### src/rtl/pc_sched_if.sv
// Control bundle between the ID-stage jump resolver / hazard unit and the PC scheduler.
// The scheduler takes the slave side; the IF/ID control outputs come back on the same bundle.
interface pc_sched_if;
    logic        set_pc;
    logic [15:0] set_pc_value;
    logic        id_valid;
    logic        hazard_stall;
    logic        mem_busy;
    logic [15:0] pc;
    logic        if_valid;
    logic        ifid_stall;
    logic        ifid_flush;
    logic [15:0] redirect_cnt;

    modport master (
        output set_pc, set_pc_value, id_valid, hazard_stall, mem_busy,
        input  pc, if_valid, ifid_stall, ifid_flush, redirect_cnt
    );

    modport slave (
        input  set_pc, set_pc_value, id_valid, hazard_stall, mem_busy,
        output pc, if_valid, ifid_stall, ifid_flush, redirect_cnt
    );
endinterface

### src/rtl/pc_sched.sv
// Program counter and fetch sequencer: boot delay, branch redirects, load-use holds,
// and fetch bubbles / deferred redirects while the shared RAM serves a data access.
module pc_sched #(
    parameter logic [15:0] RESET_PC    = 16'h0000,
    parameter int unsigned BOOT_CYCLES = 4
) (
    input  logic       clk,
    input  logic       rst,
    pc_sched_if.slave  bus
);

    typedef enum logic [1:0] {StBoot, StRun, StPend} state_e;

    state_e      state_q, state_d;
    logic [15:0] pc_q, pc_d;
    logic [15:0] pend_pc_q, pend_pc_d;
    logic [7:0]  boot_cnt_q, boot_cnt_d;
    logic [15:0] redirect_cnt_q, redirect_cnt_d;
    logic        if_valid, ifid_stall, ifid_flush;
    logic        taken;

    // A stalled ID carries stale operands, so its branch decision is not trusted.
    assign taken = bus.set_pc & bus.id_valid & ~bus.hazard_stall;

    always_ff @(posedge clk or negedge rst) begin
        if (!rst) begin
            state_q        <= StBoot;
            pc_q           <= RESET_PC;
            pend_pc_q      <= 16'h0000;
            boot_cnt_q     <= 8'(BOOT_CYCLES);
            redirect_cnt_q <= 16'h0000;
        end else begin
            state_q        <= state_d;
            pc_q           <= pc_d;
            pend_pc_q      <= pend_pc_d;
            boot_cnt_q     <= boot_cnt_d;
            redirect_cnt_q <= redirect_cnt_d;
        end
    end

    always_comb begin
        state_d        = state_q;
        pc_d           = pc_q;
        pend_pc_d      = pend_pc_q;
        boot_cnt_d     = boot_cnt_q;
        redirect_cnt_d = redirect_cnt_q;
        if_valid       = 1'b0;
        ifid_stall     = 1'b0;
        ifid_flush     = 1'b0;

        unique case (state_q)
            StBoot: begin
                ifid_flush = 1'b1;
                boot_cnt_d = boot_cnt_q - 8'd1;
                if (boot_cnt_q == 8'd1) begin
                    state_d = StRun;
                end
            end
            StRun: begin
                if (bus.hazard_stall) begin
                    ifid_stall = 1'b1;
                end else if (taken && !bus.mem_busy) begin
                    // Sequential fetch this cycle is squashed; there is no delay slot.
                    ifid_flush     = 1'b1;
                    pc_d           = bus.set_pc_value;
                    redirect_cnt_d = redirect_cnt_q + 16'd1;
                end else if (taken) begin
                    ifid_flush = 1'b1;
                    pend_pc_d  = bus.set_pc_value;
                    state_d    = StPend;
                end else if (bus.mem_busy) begin
                    ifid_flush = 1'b1;
                end else begin
                    if_valid = 1'b1;
                    pc_d     = pc_q + 16'd1;
                end
            end
            StPend: begin
                ifid_flush = 1'b1;
                if (!bus.mem_busy) begin
                    pc_d           = pend_pc_q;
                    redirect_cnt_d = redirect_cnt_q + 16'd1;
                    state_d        = StRun;
                end
            end
            default: begin
                state_d    = StBoot;
                ifid_flush = 1'b1;
            end
        endcase
    end

    assign bus.pc           = pc_q;
    assign bus.if_valid     = if_valid;
    assign bus.ifid_stall   = ifid_stall;
    assign bus.ifid_flush   = ifid_flush;
    assign bus.redirect_cnt = redirect_cnt_q;

endmodule

### src/flat_wrapper.sv
// flat-port wrapper written by rule: the top's interface ports become plain ports
module pc_sched_flat 
#(
    parameter logic [15:0] RESET_PC    = 16'h0000,
    parameter int unsigned BOOT_CYCLES = 4
)
  (clk, rst, bus_set_pc, bus_set_pc_value, bus_id_valid, bus_hazard_stall, bus_mem_busy, bus_pc, bus_if_valid, bus_ifid_stall, bus_ifid_flush, bus_redirect_cnt);
  pc_sched_if bus_i ();
  input  logic clk;
  input  logic rst;
  input wire logic [$bits(bus_i.set_pc)-1:0] bus_set_pc;
  input wire logic [$bits(bus_i.set_pc_value)-1:0] bus_set_pc_value;
  input wire logic [$bits(bus_i.id_valid)-1:0] bus_id_valid;
  input wire logic [$bits(bus_i.hazard_stall)-1:0] bus_hazard_stall;
  input wire logic [$bits(bus_i.mem_busy)-1:0] bus_mem_busy;
  output wire logic [$bits(bus_i.pc)-1:0] bus_pc;
  output wire logic [$bits(bus_i.if_valid)-1:0] bus_if_valid;
  output wire logic [$bits(bus_i.ifid_stall)-1:0] bus_ifid_stall;
  output wire logic [$bits(bus_i.ifid_flush)-1:0] bus_ifid_flush;
  output wire logic [$bits(bus_i.redirect_cnt)-1:0] bus_redirect_cnt;
  assign bus_i.set_pc = bus_set_pc;
  assign bus_i.set_pc_value = bus_set_pc_value;
  assign bus_i.id_valid = bus_id_valid;
  assign bus_i.hazard_stall = bus_hazard_stall;
  assign bus_i.mem_busy = bus_mem_busy;
  assign bus_pc = bus_i.pc;
  assign bus_if_valid = bus_i.if_valid;
  assign bus_ifid_stall = bus_i.ifid_stall;
  assign bus_ifid_flush = bus_i.ifid_flush;
  assign bus_redirect_cnt = bus_i.redirect_cnt;
  pc_sched #(.RESET_PC(RESET_PC), .BOOT_CYCLES(BOOT_CYCLES)) u_core (.clk(clk), .rst(rst), .bus(bus_i));
endmodule
### config.mk
export PLATFORM = sky130hd
export DESIGN_NAME = pc_sched_flat
export DESIGN_NICKNAME = d
export VERILOG_FILES = /design/src/rtl/pc_sched_if.sv /design/src/rtl/pc_sched.sv /design/src/flat_wrapper.sv
export SDC_FILE = /design/constraint.sdc
export NUM_CORES = 1
export LEC_CHECK = 0
export CELL_PAD_IN_SITES_DETAIL_PLACEMENT = 1
export CELL_PAD_IN_SITES_GLOBAL_PLACEMENT = 1
export CORE_ASPECT_RATIO = 0.7
export CORE_MARGIN = 3
export CORE_UTILIZATION = 41
export CTS_CLUSTER_SIZE = 30
export DETAILED_ROUTE_END_ITERATION = 6
export GPL_TIMING_DRIVEN = 1
export PLACE_DENSITY = 0.87
export RECOVER_POWER = 100
export SETUP_SLACK_MARGIN = 0.5
export SYNTH_ARGS = -nofsm -noshare
export SYNTH_HDL_FRONTEND = slang
export SYNTH_SLANG_ARGS = --single-unit
### constraint.sdc
create_clock -name clk -period 2.5 [get_ports clk]
set_clock_uncertainty 0.2 [all_clocks]
set_input_delay 0.75 -clock clk [delete_from_list [all_inputs] [get_ports clk]]
set_output_delay 0.75 -clock clk [all_outputs]
set_load 0.01 [all_outputs]
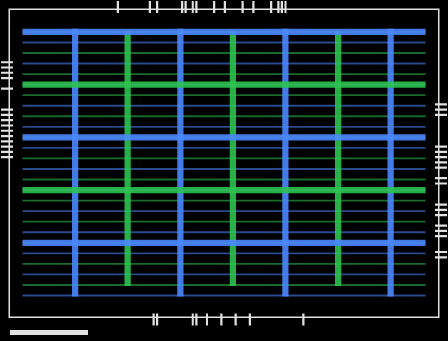
(power grid)
Bar = 20 µm. Pins as bars on the die edge.
color	net
green	VDD
blue	VSS
met4 straps	7
met5 straps	5
rows	25
met1 rails	26
signal pins	57
Die W: 110 µm
CORE AREA: 7070 µm²
peak supply drop: 0.428 mV
Die Span Y: 79.1 µm

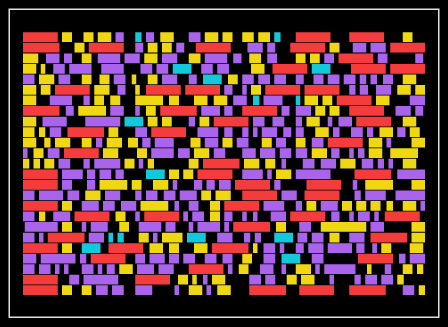
(cell classes on the final placement)
color	class	cells	share of their area
cyan	clock drivers and dummy loads	15	3.0%
yellow	remaining buffers and delay cells	149	27%
purple	remaining logic cells	233	41%
red	registers	58	30%

==> results_dict.tcl <==
# yosys + openroad results
set metrics [dict create \
    outcome "finished with violations" \
    violations "capacitance limit, slew limit, setup timing" \
    place_area_um2 4020 \
    worst_slack_ns -0.194 \
    crit_type "flip-flop to flip-flop" \
    wl_met1_um 6340 \
    maxCapViolCount 1 \
    final_common_cell "buf_4" \
    setup_viol 2 \
    topCellsByArea "dfrtp_1 46%, mux2_2 6.5%, xnor2_1 5.3%" \
    die-area_um2 8730 \
    fa_ha_area_share_pct 2.80 \
    logic_area_um2 1980 \
    internal-power_uw 1340 \
    tns_ns -0.236 \
    hold_end "u_core.boot_cnt_q[6]" \
    switching_share_pct 27.8 \
    fp_nets 333 \
    seq_share_pct 28.8 \
    worst_slew_pin_slew_ns 1.53 \
    rrSetupSlack_ns -0.19 \
    wl_met2_um 8380 \
    slew_viol_final 59 \
    crit_path_end "u_core.bus.redirect_cnt[14]" \
    r2r_cells 9 \
    cp_top_family "buffers and inverters" \
    syn_to_final_growth_pct 62.5 \
    postCtsHoldBufs 0 \
    p_sw_uw 515 \
    port_buffers 56 \
    whs_ns 0.281 \
    drive_gt1_share_pct 46.6 \
    netlist_area_um2 3130 \
    comb_area_share_pct 38.9 \
    power.total_uw 1860 \
    xor_area_share_pct 8.12 \
    cp.arrival_ns 2.73 \
    grt_use_met1_pct 34.4 \
    cts_buffer_depth 2 \
]
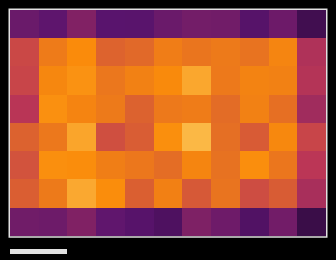
(cell area per tile)
Bar = 20 µm. The die is cut into 11 by 8 equal tiles; black is low, pale yellow is high, 0 to 100% covered.
mean over tiles	57%
fullest tile	85%
tiles over 75% full	13%

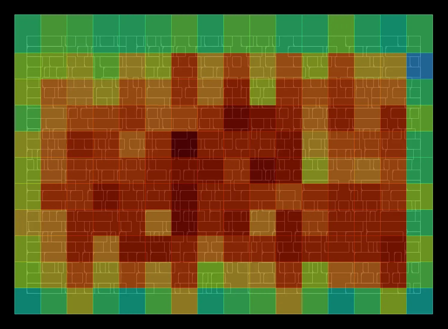
(routing congestion map)
GRT met2 Usage: 52.1%
Top Usage Layer GRT: met2
DR WL/cell: 31.0 µm
Global Route Usage Sum: 29.8%

